### src/rtl/core_run_ctrl.sv
// core_run_ctrl: run/step controller sitting between the debug host and the
// processor core enable. Host commands (CLEAR, STEP, RUN N, HALT) arrive over a
// valid/ready handshake; the controller gates the core enable so the core
// advances exactly the commanded number of clocks, counts retired cycles and
// stops when the core reports a halt.
module core_run_ctrl #(
  parameter int unsigned CNT_W = 16
) (
  input  logic             clk_i,
  input  logic             rst_ni,
  input  logic             cmd_valid_i,
  output logic             cmd_ready_o,
  input  logic [1:0]       cmd_op_i,
  input  logic [CNT_W-1:0] cmd_count_i,
  input  logic             core_halt_i,
  output logic             core_en_o,
  output logic             busy_o,
  output logic             halted_o,
  output logic             done_o,
  output logic             cmd_err_o,
  output logic [CNT_W-1:0] retired_cnt_o
);

  localparam logic [1:0] OP_CLEAR = 2'd0;
  localparam logic [1:0] OP_STEP  = 2'd1;
  localparam logic [1:0] OP_RUN   = 2'd2;
  localparam logic [1:0] OP_HALT  = 2'd3;

  localparam logic [CNT_W-1:0] CNT_ONE = CNT_W'(1);
  localparam logic [CNT_W-1:0] CNT_MAX = '1;

  typedef enum logic [1:0] {
    ST_IDLE,
    ST_STEP,
    ST_RUN,
    ST_HALTED
  } state_e;

  state_e           state_q, state_d;
  logic [CNT_W-1:0] remaining_q, remaining_d;
  logic [CNT_W-1:0] retiredCnt_q, retiredCnt_d;
  logic             coreEn_q, coreEn_d;
  logic             busy_q, busy_d;
  logic             halted_q, halted_d;
  logic             done_q, done_d;
  logic             cmdErr_q, cmdErr_d;
  logic             accept;
  logic             clearRetired;

  // Commands are never stalled: illegal ones are accepted and flagged instead.
  assign cmd_ready_o = 1'b1;
  assign accept      = cmd_valid_i && cmd_ready_o;

  // Next-state decode: command handling, run-length tracking and halt priority.
  always_comb begin
    state_d      = state_q;
    remaining_d  = remaining_q;
    done_d       = 1'b0;
    cmdErr_d     = 1'b0;
    clearRetired = 1'b0;

    case (state_q)
      ST_IDLE: begin
        if (accept) begin
          case (cmd_op_i)
            OP_CLEAR: clearRetired = 1'b1;
            OP_STEP:  state_d = ST_STEP;
            OP_RUN: begin
              state_d     = ST_RUN;
              remaining_d = cmd_count_i;
            end
            default: ;
          endcase
        end
      end

      ST_STEP, ST_RUN: begin
        // Anything but HALT while the core is running is rejected.
        if (accept && (cmd_op_i != OP_HALT)) begin
          cmdErr_d = 1'b1;
        end
        // A zero count means free-run, so the counter only moves when loaded.
        if ((state_q == ST_RUN) && (remaining_q != '0)) begin
          remaining_d = remaining_q - CNT_ONE;
        end
        if (core_halt_i && coreEn_q) begin
          state_d     = ST_HALTED;
          remaining_d = '0;
          done_d      = 1'b1;
        end else if ((accept && (cmd_op_i == OP_HALT)) ||
                     (state_q == ST_STEP) ||
                     (remaining_q == CNT_ONE)) begin
          state_d     = ST_IDLE;
          remaining_d = '0;
          done_d      = 1'b1;
        end
      end

      ST_HALTED: begin
        if (accept) begin
          case (cmd_op_i)
            OP_CLEAR: begin
              state_d      = ST_IDLE;
              clearRetired = 1'b1;
            end
            OP_STEP, OP_RUN: cmdErr_d = 1'b1;
            default: ;
          endcase
        end
      end

      default: state_d = ST_IDLE;
    endcase

    coreEn_d = (state_d == ST_STEP) || (state_d == ST_RUN);
    busy_d   = coreEn_d;
    halted_d = (state_d == ST_HALTED);

    if (clearRetired) begin
      retiredCnt_d = '0;
    end else if (coreEn_q && (retiredCnt_q != CNT_MAX)) begin
      retiredCnt_d = retiredCnt_q + CNT_ONE;
    end else begin
      retiredCnt_d = retiredCnt_q;
    end
  end

  // State and registered outputs; reset clears everything immediately.
  always_ff @(posedge clk_i or negedge rst_ni) begin
    if (!rst_ni) begin
      state_q      <= ST_IDLE;
      remaining_q  <= '0;
      retiredCnt_q <= '0;
      coreEn_q     <= 1'b0;
      busy_q       <= 1'b0;
      halted_q     <= 1'b0;
      done_q       <= 1'b0;
      cmdErr_q     <= 1'b0;
    end else begin
      state_q      <= state_d;
      remaining_q  <= remaining_d;
      retiredCnt_q <= retiredCnt_d;
      coreEn_q     <= coreEn_d;
      busy_q       <= busy_d;
      halted_q     <= halted_d;
      done_q       <= done_d;
      cmdErr_q     <= cmdErr_d;
    end
  end

  assign core_en_o     = coreEn_q;
  assign busy_o        = busy_q;
  assign halted_o      = halted_q;
  assign done_o        = done_q;
  assign cmd_err_o     = cmdErr_q;
  assign retired_cnt_o = retiredCnt_q;

endmodule

### config.mk
export PLATFORM = sky130hd
export DESIGN_NAME = core_run_ctrl
export DESIGN_NICKNAME = d
export VERILOG_FILES = /design/src/rtl/core_run_ctrl.sv
export SDC_FILE = /design/constraint.sdc
export NUM_CORES = 1
export LEC_CHECK = 0
export ABC_AREA = 1
export CAP_MARGIN = 10
export CORE_MARGIN = 5
export CORE_UTILIZATION = 55
export DETAILED_ROUTE_END_ITERATION = 12
export PLACE_DENSITY = 0.81
export SYNTH_ARGS = -nofsm -noshare
export SYNTH_HDL_FRONTEND = slang
export SYNTH_SLANG_ARGS = --single-unit
### constraint.sdc
create_clock -name clk_i -period 5.34 [get_ports clk_i]
set_clock_uncertainty 0.15 [all_clocks]
set_input_delay 1.602 -clock clk_i [delete_from_list [all_inputs] [get_ports clk_i]]
set_output_delay 1.602 -clock clk_i [all_outputs]
set_load 0.1 [all_outputs]
==> run notes, run 1 <==
Synthesis
• ys flop type: sky130_fd_sc_hd__dfrtp_1
• async set-or-reset flop fraction in the synthesized netlist: 100.0%
• sequential-to-total area share from yosys stat: 34.30%
• flip-flop and latch count after synthesis: 38
• post-synth tally of flip-flops with integrated enable: 0
• distinct cell type count after synthesis: 34
• Avg Cell Area, Syn: 6.966 um2
• Post-Syn Area: 2773 um2
• nets in the synthesized netlist: 432
• Synth Instances: 398
• chip area from the yosys synthesis statistics: 2773 um2
• Warnings, synthesis: 0
• number of cell instances after yosys synthesis: 398

Critical path
• crit path capture type: output port
• critical path's top delay family: buffers and inverters
• ordered list of cells on the worst path: clkdlybuf4s50_1
• critical path class: reg2out
• slowest cell on the critical path: sky130_fd_sc_hd__clkdlybuf4s50_1
• data arrival time at the worst-slack endpoint: 1.92 ns
• kind of start point of the critical path: flip-flop
• Worst path max stage delay: 1.17 ns
• buffers plus inverters on the worst setup path: 1
• largest driver fanout on the critical path: 5

Timing
• final cycle utilization of the critical path: 68.76%
• Slew headroom: 34.31%
• slew at the pin closest to its max-slew limit: 0.9823 ns
• Final Hold Vio Count: 0
• number of slew-limit violations in the final report: 0
• unrepaired setup endpoints after global routing: no
• Achievable Freq: 272.3 MHz
• number of setup violations in the final report: 0
• time the worst path needs with I/O delays and setup: 3.672 ns

Route
• Via-to-Cell Ratio: 5.157
• detailed router's first-iteration violation count: 183
• highest metal used: met4
• wire length per cell after detailed routing: 13.03 um
• DRC Markers: 0
• overall via count from detail_route: 2620
• wl on met1: 3055 um
• routed length on met2: 3147 um
• WL met3: 318 um
• remaining antenna violation count after routing: 0

Final layout
• number of antenna repair diodes: 0
• area of all placed cells without fillers: 3312 um2
• Layout Area Growth over Synthesis: 19.45%
• commonest cells after routing, fill and taps aside: 158 x sky130_fd_sc_hd__nand2_1, 43 x sky130_fd_sc_hd__nor2_1, 41 x sky130_fd_sc_hd__clkdlybuf4s50_1, 38 x sky130_fd_sc_hd__dfrtp_1, 32 x sky130_fd_sc_hd__inv_1
• fraction of layout instances using a drive strength above 1: 7.937%
• NumNets Final: 474
• Fillers: 446

Min path
• HP Class: reg2reg

GRT
• maximum number of pins on one net before global-route repair: 39
• GRT met3 Usage: 3.880%
• global routing's busiest layer: met2
• global-route total usage across every layer: 21.51%
• global-route wire length before repair: 11090 um
• global-route congestion overflow total: 0
• initial antenna violation count: 0
• global routing met2 resource utilization: 36.12%
• number of global-route vias before repair: 2427

Die
• total die size: 6561 um2
• area inside the core boundary: 4817 um2
• starting density of the core: 57.56%

Clock tree
• Max clock buf depth: 2
• CTS tree: yes
• master cell of the clock root buffer: sky130_fd_sc_hd__clkbuf_8
• cts repair resizes: 0
• count of buffers added by post-CTS timing repair for setup: 0
• Clock Pin Slew Worst Setup and Hold Paths: 0.08 ns
• clock buffer count from CTS: 5
• hold-fix buffer count after cts: 0

Placement
• total cell area at the placement stage: 3203 um2
• placed cell count: 500
• post-DP HPWL: 4750 um

Power and ir drop
• Tot Pwr: 0.002183 W
• internal power of the cells: 0.0009243 W
• Peak supply drop: 0.4883 mV
• biggest power consumer among the groups: combinational logic
• net switching component of the power: 0.001258 W
• pwr/cell area: 659.0 nW/um2
• share of power burned in combinational logic: 64.5%
• sequential share of power: 24.2%
• power in the clock group: 0.000246 W
• sw frac: 57.65%
• Combinational Power: 0.00141 W
• clock network fraction of total power: 11.3%
• leakage power of the design: 1.635 nW

Run status
• result of the run: completed

Flow run
• Maximum Capacitance Violations: 0
• number of warning messages in the logs: 33

-- run 1: cell families (layout without fill, tap and decap cells) --
group | Yosys count | after routing | synth area share (%)
AOI/OAI and AO/OA | 35 | 35 | 8.304
xor gates and xnor gates | 15 | 15 | 4.738
adders and majority gates | 12 | 12 | 5.415
buffers and inverters | 44 | 87 | 7.581
DFF | 38 | 38 | 34.30
other | 1 | 1 | 0.1352
and+or+nand+nor | 253 | 253 | 39.53
-- run 1: stage by stage --
stage | worst slack, ns | hold slack, ns | utilization, %
2_1_floorplan | 2.189 | 0.3207 | -
3_3_place_gp | 1.784 | 0.3479 | 66.49
3_5_place_dp | 1.734 | 0.3594 | 66.49
4_1_cts | 1.654 | 0.3800 | 68.75
5_1_grt | 1.604 | 0.4149 | 68.75
6_report | 1.668 | 0.3737 | 68.75
-- run 1: final timing paths --
path | end | from | cells after the start | slack [ns]
max reg2reg | busy_o$_DFF_PN0_ | state_q[0]$_DFF_PN0_ | 7 | 2.48
min reg2reg | remaining_q[1]$_DFFE_PN0P_ | remaining_q[1]$_DFFE_PN0P_ | 2 | 0.37
max | retired_cnt_o[12] | retired_cnt_o[12]$_DFFE_PN0P_ | 1 | 1.67
max in group asynchronous | cmd_err_o$_DFF_PN0_ | rst_ni | 1 | 3.24
min in group asynchronous | remaining_q[0]$_DFFE_PN0P_ | rst_ni | 1 | 1.27
min | remaining_q[1]$_DFFE_PN0P_ | remaining_q[1]$_DFFE_PN0P_ | 2 | 0.37
-- run 1: cells in the mapped netlist, types with 2 or more instances --
master,count,area share (%)
sky130_fd_sc_hd__clkbuf_1,2,0.27
sky130_fd_sc_hd__xnor2_1,3,0.95
sky130_fd_sc_hd__nand2_1,158,21
sky130_fd_sc_hd__inv_2,3,0.41
sky130_fd_sc_hd__nor2_1,43,5.8
sky130_fd_sc_hd__a21oi_1,6,1.1
sky130_fd_sc_hd__nand4_1,6,1.4
sky130_fd_sc_hd__o21ai_0,14,2.5
sky130_fd_sc_hd__nor2_2,4,0.90
sky130_fd_sc_hd__ha_1,12,5.4
sky130_fd_sc_hd__xor2_1,12,3.8
sky130_fd_sc_hd__o21ai_4,3,1.8
sky130_fd_sc_hd__nor2_4,3,1.2
sky130_fd_sc_hd__nor3_1,2,0.36
sky130_fd_sc_hd__o31ai_1,3,0.81
sky130_fd_sc_hd__nand2_2,6,1.4
sky130_fd_sc_hd__nand3_1,25,4.5
sky130_fd_sc_hd__buf_4,2,0.54
sky130_fd_sc_hd__o21ai_1,7,1.3
sky130_fd_sc_hd__nand2_4,2,0.81
sky130_fd_sc_hd__dfrtp_1,38,34
sky130_fd_sc_hd__inv_1,32,4.3
-- run 1: cell type report --
| cell class | instances | area [um2] | share of cell area (%) |
|---|---|---|---|
| clock buffers | 5 | 68.82 | 2.078 |
| clock inverters | 3 | 40.04 | 1.209 |
| inverters | 37 | 141.4 | 4.269 |
| multi-input cells | 316 | 1612 | 48.66 |
| flip-flops and latches | 38 | 950.9 | 28.71 |
| well taps | 67 | 83.83 | 2.531 |
| repair buffers | 42 | 415.4 | 12.54 |
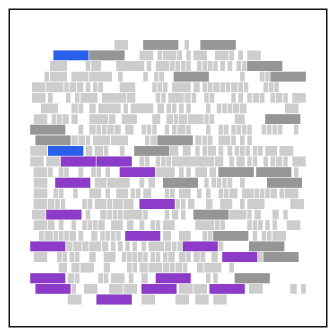
*Register map, names as in the netlist, run 1*
color	name in the netlist	placed flops
blue	state_q	2
purple	retired_cnt_o	16
flip-flop and latch power: 0.000529 W
Sequential Area: 950.9 um2
sequential fraction of total cell area: 28.71%

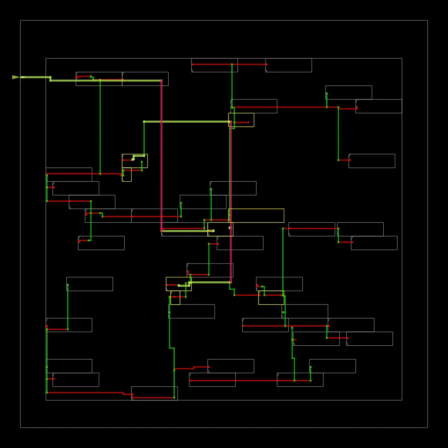
*Clock routing, run 1*
Latency at later pin: 0.29 ns
TritonCTS Sinks: 38

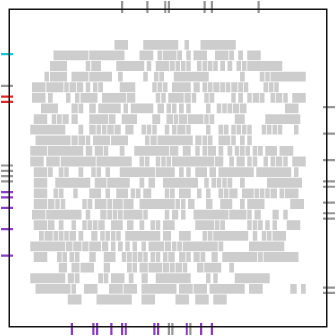
*I/O pins on the die edge, run 1*
Pins as bars across the die edge, other pins in gray.
color	port	pins	direction	edge
cyan	clk_i	1	input	left
red	cmd_op_i	2	input	left
purple	retired_cnt_o	16	output	11 bottom, 5 left
overall die width: 81 um
die height: 81 um
number of buffer cells added on primary ports: 42

--- run 2 (diff from run 1) ---
--- a/config.mk
+++ b/config.mk
@@ -8,9 +8,9 @@
 export ABC_AREA = 1
 export CAP_MARGIN = 10
 export CORE_MARGIN = 5
-export CORE_UTILIZATION = 55
+export CORE_UTILIZATION = 49
 export DETAILED_ROUTE_END_ITERATION = 12
-export PLACE_DENSITY = 0.81
+export PLACE_DENSITY = 0.76
 export SYNTH_ARGS = -nofsm -noshare
 export SYNTH_HDL_FRONTEND = slang
 export SYNTH_SLANG_ARGS = --single-unit
==> constraint.sdc (replaced) <==
create_clock -name clk_i -period 3.1 [get_ports clk_i]
set_clock_uncertainty 0.15 [all_clocks]
set_input_delay 0.93 -clock clk_i [delete_from_list [all_inputs] [get_ports clk_i]]
set_output_delay 0.93 -clock clk_i [all_outputs]
set_load 0.1 [all_outputs]
==> run notes, run 2 <==
Critical path
• Crit Reg-Reg Endpoint: busy_o$_DFF_PN0_
• critical path class: in2reg
• crit path launch: cmd_op_i[0]
• last element of the critical path: busy_o$_DFF_PN0_
• r2r setup slk: 0.96 ns
• kind of start point of the critical path: input pin
• data arrival time at the worst-slack endpoint: 2.60 ns
• Crit Reg-Reg Startpoint: state_q[0]$_DFF_PN0_
• r2r worst-path depth: 7
• crit path capture type: flip-flop
• largest driver fanout on the critical path: 3

Die
• die height: 85.22 um
• total die size: 7262 um2
• overall die width: 85.22 um
• starting density of the core: 50.35%
• area inside the core boundary: 5507 um2
• placement row count: 27
• num ports: 44

Clock tree
• TritonCTS Sinks: 38
• count of buffers added by post-CTS timing repair for setup: 0
• Clock Pin Slew Worst Setup and Hold Paths: 0.07 ns
• hold-fix buffer count after cts: 0
• CTS tree: yes
• master cell of the clock root buffer: sky130_fd_sc_hd__clkbuf_8
• clock buffer count from CTS: 5
• Latency at later pin: 0.29 ns
• cts repair resizes: 0
• Max clock buf depth: 2
• # H-tree levels: 2

Timing
• slew at the pin closest to its max-slew limit: 0.8950 ns
• number of slew-limit violations in the final report: 0
• Final Hold Vio Count: 0
• time the worst path needs with I/O delays and setup: 2.581 ns
• unrepaired setup endpoints after global routing: no
• Setup Total Neg Slack: 0 ns
• Achievable Freq: 387.4 MHz
• Slew headroom: 40.33%
• final-layout worst hold slack: 0.3695 ns
• number of setup violations in the final report: 0
• final cycle utilization of the critical path: 83.26%

GRT
• global-route wire length before repair: 11830 um
• global-route congestion overflow total: 0
• global routing's busiest layer: met2
• initial antenna violation count: 0
• GRT met1 Usage: 26.35%
• GRT met3 Usage: 4.660%
• maximum number of pins on one net before global-route repair: 39
• global routing met2 resource utilization: 32.49%
• number of global-route vias before repair: 2584
• global-route total usage across every layer: 19.94%

Placement
• last weighted congestion value of the routability-driven placer: 0.9160
• post-DP HPWL: 4871 um
• total cell area at the placement stage: 3187 um2
• number of buffer cells added on primary ports: 42

Final layout
• number of antenna repair diodes: 0
• fraction of layout instances using a drive strength above 1: 13.26%
• Fillers: 518
• most common cell after layout, fill and taps aside: sky130_fd_sc_hd__nand2_1
• commonest cells after routing, fill and taps aside: 158 x sky130_fd_sc_hd__nand2_1, 43 x sky130_fd_sc_hd__nor2_1, 38 x sky130_fd_sc_hd__dfrtp_1, 32 x sky130_fd_sc_hd__inv_1
• area of all placed cells without fillers: 3278 um2
• Layout Area Growth over Synthesis: 18.23%
• NumNets Final: 478

Flow run
• Maximum Capacitance Violations: 0
• number of warning messages in the logs: 33

Synthesis
• sequential-to-total area share from yosys stat: 34.30%
• largest area contributor in the netlist: sky130_fd_sc_hd__dfrtp_1
• number of cell instances after yosys synthesis: 398
• distinct cell type count after synthesis: 34
• nets in the synthesized netlist: 432
• Warnings, synthesis: 0
• Synth Instances: 398
• ys flop type: sky130_fd_sc_hd__dfrtp_1
• most frequent cell after synthesis: sky130_fd_sc_hd__nand2_1
• Avg Cell Area, Syn: 6.966 um2
• most frequent cells after synthesis: 158 x sky130_fd_sc_hd__nand2_1, 43 x sky130_fd_sc_hd__nor2_1, 38 x sky130_fd_sc_hd__dfrtp_1, 32 x sky130_fd_sc_hd__inv_1, 25 x sky130_fd_sc_hd__nand3_1
• fraction of post-synthesis cell area in the top cell type by area: 34.30%
• async set-or-reset flop fraction in the synthesized netlist: 100.0%
• post-synth tally of flip-flops with integrated enable: 0
• flip-flop and latch count after synthesis: 38
• chip area from the yosys synthesis statistics: 2773 um2
• biggest area contributors in the synthesized netlist: sky130_fd_sc_hd__dfrtp_1 34%, sky130_fd_sc_hd__nand2_1 21%, sky130_fd_sc_hd__nor2_1 5.8%
• Post-Syn Area: 2773 um2

Route
• wire length after detailed routing: 6715 um
• wire length per cell after detailed routing: 12.99 um
• TritonRoute pass-1 iters: 4
• remaining antenna violation count after routing: 0
• overall via count from detail_route: 2623
• DRC Markers: 0
• Via-to-Cell Ratio: 5.074
• detailed router's first-iteration violation count: 215

Power and ir drop
• sequential share of power: 24.7%
• net switching component of the power: 0.002161 W
• pwr/cell area: 1130 nW/um2
• Peak supply drop: 1.057 mV
• Tot Pwr: 0.003704 W
• leakage power of the design: 1.682 nW
• sw frac: 58.36%
• internal power of the cells: 0.001542 W
• share of power burned in combinational logic: 65.6%

Run status
• result of the run: completed

Min path
• HP Class: reg2reg

==> run 2: power groups by stage <==
stage / Clock (W) / Combinational (W) / Sequential [W]
floorplan: 0 / 0.00142 / 0.00145
global placement: 0 / 0.00239 / 0.000914
detailed placement: 0 / 0.00244 / 0.000912
CTS: 0.000372 / 0.00244 / 0.000912
global route: 0.000398 / 0.00269 / 0.000943
finish: 0.000360 / 0.00243 / 0.000915
==> run 2: metal layers <==
| layer | wire length, um | vias up |
|---|---|---|
| met5 | 0 | - |
| met3 | 411 | 8 |
| met2 | 3118 | 80 |
| met1 | 3100 | 1206 |
| met4 | 85 | 0 |
| li1 | - | 1329 |
==> run 2: worst max-delay path, stage by stage <==
cell	delay (ns)
sky130_fd_sc_hd__clkdlybuf4s50_1	0.51
sky130_fd_sc_hd__inv_1	0.07
sky130_fd_sc_hd__ha_1	0.28
sky130_fd_sc_hd__nand2_1	0.07
sky130_fd_sc_hd__inv_1	0.09
sky130_fd_sc_hd__nand2_1	0.06
sky130_fd_sc_hd__o21ai_0	0.23
sky130_fd_sc_hd__nand2_1	0.10
sky130_fd_sc_hd__ha_1	0.27
==> run 2: worst min-delay path by stage <==
stage,start,to,slack [ns],depth (start not counted)
final,remaining_q[1]$_DFFE_PN0P_,remaining_q[1]$_DFFE_PN0P_,0.37,2
after global routing,remaining_q[1]$_DFFE_PN0P_,remaining_q[1]$_DFFE_PN0P_,0.40,2
after CTS,remaining_q[1]$_DFFE_PN0P_,remaining_q[1]$_DFFE_PN0P_,0.37,2
after detailed placement,remaining_q[1]$_DFFE_PN0P_,remaining_q[1]$_DFFE_PN0P_,0.35,2
after global placement,remaining_q[1]$_DFFE_PN0P_,remaining_q[1]$_DFFE_PN0P_,0.35,2
after floorplan,remaining_q[1]$_DFFE_PN0P_,remaining_q[1]$_DFFE_PN0P_,0.32,2
==> run 2: cell families (layout without fill, tap and decap cells) <==
kind of cell | Yosys count | in the layout | synth area share [%]
AND-OR/OR-AND | 35 | 35 | 8.304
buffers and inverters | 44 | 91 | 7.581
adder cells (fa/ha/maj) | 12 | 12 | 5.415
AND/OR/NAND/NOR | 253 | 253 | 39.53
other | 1 | 1 | 0.1352
flip-flops | 38 | 38 | 34.30
XOR/XNOR | 15 | 15 | 4.738
==> run 2: cell type report <==
cell class                 count  area [um2]  share of cell area, %
sequential                    38       950.9                  29.01
inverter                      37       141.4                  4.313
timing repair buffer          46       392.9                  11.98
tap                           72       90.09                  2.748
multi-input combinational    316        1612                  49.16
clock inverter                 1       5.005                 0.1527
clock buffer                   7       86.33                  2.634
==> run 2: per-stage QoR <==
step | instances | setup slack (ns)
after CTS | 517 | 0.5249
after detailed placement | 509 | 0.2228
final | 517 | 0.5189
after global placement | 509 | 0.2673
after global routing | 517 | 0.3656
after floorplan | 398 | 0.6072
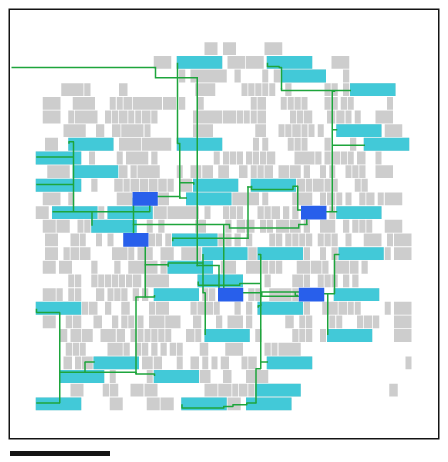
*Routed clock nets over the placement, run 2*
Scale bar: 20 um.
[blue] clock-net drivers | count: 5
[green] clock wires | length: 571 um
[cyan] flip-flops | count: 38
flops lie	all over the die
routed clock nets	6
clock network fraction of total power: 9.7%
power in the clock group: 0.000360 W

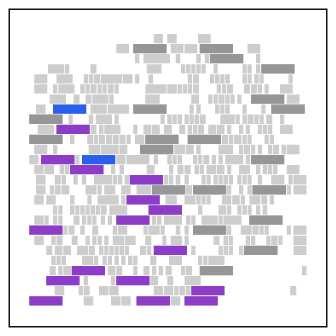
*Register map, names as in the netlist, run 2*
color	name in the netlist	placed flops
blue	state_q	2
purple	retired_cnt_o	16
not colored	20
final design utilization: 59.53%
sequential fraction of total cell area: 29.01%
flip-flop and latch power: 0.000915 W

--- run 3 (diff from run 2) ---
--- a/config.mk
+++ b/config.mk
@@ -8,9 +8,9 @@
 export ABC_AREA = 1
 export CAP_MARGIN = 10
 export CORE_MARGIN = 5
-export CORE_UTILIZATION = 49
+export CORE_UTILIZATION = 54
 export DETAILED_ROUTE_END_ITERATION = 12
-export PLACE_DENSITY = 0.76
+export PLACE_DENSITY = 0.79
 export SYNTH_ARGS = -nofsm -noshare
 export SYNTH_HDL_FRONTEND = slang
 export SYNTH_SLANG_ARGS = --single-unit
==> constraint.sdc (replaced) <==
create_clock -name clk_i -period 2.7 [get_ports clk_i]
set_clock_uncertainty 0.15 [all_clocks]
set_input_delay 0.81 -clock clk_i [delete_from_list [all_inputs] [get_ports clk_i]]
set_output_delay 0.81 -clock clk_i [all_outputs]
set_load 0.1 [all_outputs]
==> run notes, run 3 <==
Synthesis
• post-synth tally of flip-flops with integrated enable: 0
• largest area contributor in the netlist: sky130_fd_sc_hd__dfrtp_1
• Synth Instances: 398
• most frequent cell after synthesis: sky130_fd_sc_hd__nand2_1
• nets in the synthesized netlist: 432
• flip-flop and latch count after synthesis: 38
• Avg Cell Area, Syn: 6.966 um2
• fraction of post-synthesis cell area in the top cell type by area: 34.30%
• Warnings, synthesis: 0
• sequential-to-total area share from yosys stat: 34.30%
• biggest area contributors in the synthesized netlist: sky130_fd_sc_hd__dfrtp_1 34%, sky130_fd_sc_hd__nand2_1 21%, sky130_fd_sc_hd__nor2_1 5.8%
• ys flop type: sky130_fd_sc_hd__dfrtp_1
• chip area from the yosys synthesis statistics: 2773 um2
• most frequent cells after synthesis: 158 x sky130_fd_sc_hd__nand2_1, 43 x sky130_fd_sc_hd__nor2_1, 38 x sky130_fd_sc_hd__dfrtp_1, 32 x sky130_fd_sc_hd__inv_1, 25 x sky130_fd_sc_hd__nand3_1
• Post-Syn Area: 2773 um2
• distinct cell type count after synthesis: 34
• number of cell instances after yosys synthesis: 398
• async set-or-reset flop fraction in the synthesized netlist: 100.0%

Clock tree
• hold-fix buffer count after cts: 0
• # H-tree levels: 2
• CTS tree: yes
• Clock Pin Slew Worst Setup and Hold Paths: 0.08 ns
• Latency at later pin: 0.30 ns
• count of buffers added by post-CTS timing repair for setup: 0
• cts repair resizes: 0
• TritonCTS Sinks: 38
• master cell of the clock root buffer: sky130_fd_sc_hd__clkbuf_8
• Max clock buf depth: 2

Critical path
• data arrival time at the worst-slack endpoint: 2.45 ns
• Most common cell on crit path: sky130_fd_sc_hd__nand2_1
• kind of start point of the critical path: input pin
• WP data required: 2.73 ns
• critical path class: in2reg
• Worst path max stage delay: 0.51 ns
• largest driver fanout on the critical path: 3
• slowest cell on the critical path: sky130_fd_sc_hd__clkdlybuf4s50_1
• ordered list of cells on the worst path: clkdlybuf4s50_1 > inv_1 > ha_1 > nand2_1 > inv_1 > nand2_1 > o21ai_0 > nand2_1 > ha_1
• crit path capture type: flip-flop

Timing
• final-layout worst hold slack: 0.2901 ns
• unrepaired setup endpoints after global routing: no
• number of slew-limit violations in the final report: 0
• number of setup violations in the final report: 0
• Final Hold Vio Count: 0
• final cycle utilization of the critical path: 89.51%
• time the worst path needs with I/O delays and setup: 2.417 ns
• Achievable Freq: 413.8 MHz

Placement
• post-DP HPWL: 5089 um
• last weighted congestion value of the routability-driven placer: 0.8848
• number of buffer cells added on primary ports: 42

Final layout
• fraction of layout instances using a drive strength above 1: 14.44%
• NumNets Final: 483
• commonest cells after routing, fill and taps aside: 158 x sky130_fd_sc_hd__nand2_1, 43 x sky130_fd_sc_hd__nor2_1, 38 x sky130_fd_sc_hd__dfrtp_1, 32 x sky130_fd_sc_hd__inv_1, 29 x sky130_fd_sc_hd__buf_4
• most common cell after layout, fill and taps aside: sky130_fd_sc_hd__nand2_1
• Layout Area Growth over Synthesis: 20.08%
• Fillers: 460
• number of antenna repair diodes: 0

Power and ir drop
• sw frac: 57.85%
• sequential share of power: 24.2%
• leakage power of the design: 1.708 nW
• share of power burned in combinational logic: 66.0%
• net switching component of the power: 0.002509 W
• clock network fraction of total power: 9.8%
• Peak supply drop: 0.9437 mV
• Tot Pwr: 0.004337 W
• pwr/cell area: 1303 nW/um2
• internal power of the cells: 0.001828 W

Die
• starting density of the core: 54.99%
• num ports: 44
• area inside the core boundary: 5042 um2
• total die size: 6668 um2
• placement row count: 26

Flow run
• Maximum Capacitance Violations: 0
• number of warning messages in the logs: 33

Route
• detailed router's first-iteration violation count: 131
• TritonRoute pass-1 iters: 4
• overall via count from detail_route: 2638
• Via-to-Cell Ratio: 5.073
• wire length per cell after detailed routing: 12.81 um
• remaining antenna violation count after routing: 0
• wire length after detailed routing: 6662 um
• DRC Markers: 0

GRT
• number of global-route vias before repair: 2577
• global-route congestion overflow total: 0
• global-route total usage across every layer: 21.90%
• maximum number of pins on one net before global-route repair: 21
• initial antenna violation count: 0
• global-route wire length before repair: 11470 um

Run status
• result of the run: completed

Min path
• HP Class: in2async

-- run 3: worst max-delay path: cells and delay by family --
kind | cells | cell delay (ns)
compound gates | 1 | 0.20
fa+ha+maj | 2 | 0.55
buf+inv | 3 | 0.67
simple gates | 3 | 0.21
-- run 3: cell families (layout without fill, tap and decap cells) --
family | count (synthesis) | after routing | synth area share, %
and+or+nand+nor | 253 | 253 | 39.53
buffers and inverters | 44 | 96 | 7.581
DFF | 38 | 38 | 34.30
AOI/OAI and AO/OA | 35 | 35 | 8.304
xor gates and xnor gates | 15 | 15 | 4.738
adders and majority gates | 12 | 12 | 5.415
other | 1 | 1 | 0.1352
-- run 3: path summary, 6_finish.rpt --
kind / from / end / slack (ns) / depth (start not counted)
min in group clk_i: remaining_q[1]$_DFFE_PN0P_ / remaining_q[1]$_DFFE_PN0P_ / 0.39 / 2
max in group asynchronous: rst_ni / remaining_q[12]$_DFFE_PN0P_ / 1.60 / 2
hold / removal: rst_ni / done_o$_DFF_PN0_ / 0.29 / 1
hold reg to reg: remaining_q[1]$_DFFE_PN0P_ / remaining_q[1]$_DFFE_PN0P_ / 0.39 / 2
setup / recovery: cmd_op_i[0] / busy_o$_DFF_PN0_ / 0.28 / 9
setup reg to reg: retired_cnt_o[0]$_DFFE_PN0P_ / retired_cnt_o[5]$_DFFE_PN0P_ / 0.65 / 9
-- run 3: power groups by stage --
stage                     registers (W)  logic (W)  clock network, W
after floorplan                 0.00166    0.00163                 0
after global placement          0.00105    0.00280                 0
after detailed placement        0.00105    0.00288                 0
after CTS                       0.00105    0.00288          0.000437
after global routing            0.00108    0.00315          0.000457
final                           0.00105    0.00286          0.000426
-- run 3: metal layers --
metal	global-route usage (%)	share of wire [%]	vias to the layer above
li1	-	-	1342
met1	26.98	44	1226
met2	39.58	51	62
met3	3.947	4.9	8
met4	5.150	0.83	0
met5	0	0	-
-- run 3: area by class of cell --
type / instances / area, um2 / share of cell area (%)
clock buffer: 6 / 82.58 / 2.480
clock inverter: 2 / 12.51 / 0.3758
inverter: 37 / 141.4 / 4.247
multi-input combinational: 316 / 1612 / 48.40
sequential: 38 / 950.9 / 28.56
tap: 70 / 87.58 / 2.631
timing repair buffer: 51 / 442.9 / 13.30
-- run 3: per-stage QoR --
step / setup TNS (ns) / cells / area [um2] / worst slack [ns] / utilization (%)
after CTS: 0 / 520 / 3329 / 0.2850 / 66.03
after floorplan: 0 / 398 / 2773 / 0.2072 / -
after global placement: 0 / 512 / 3234 / 0.03603 / 64.14
after global routing: 0 / 520 / 3329 / 0.1640 / 66.03
final: 0 / 520 / 3329 / 0.2833 / 66.03
after detailed placement: -0.03222 / 512 / 3234 / -0.03222 / 64.14
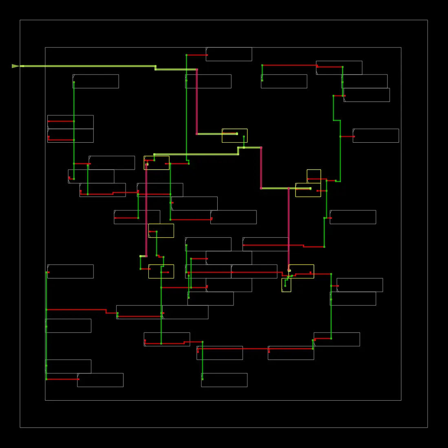
*Clock routing, run 3*
clock buffers: 6
clock buffer count from CTS: 5

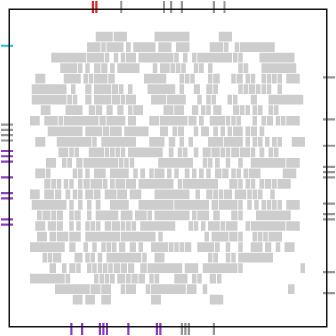
*I/O pins on the die edge, run 3*
Pins as bars across the die edge, other pins in gray.
color	port	pins	direction	edge
red	cmd_op_i	2	input	top
cyan	clk_i	1	input	left
purple	retired_cnt_o	16	output	8 bottom, 8 left
all pins by edge	13 left, 12 bottom, 11 right, 8 top
die height: 81.66 um
overall die width: 81.66 um

Power is estimated from default activity; no workload was simulated.
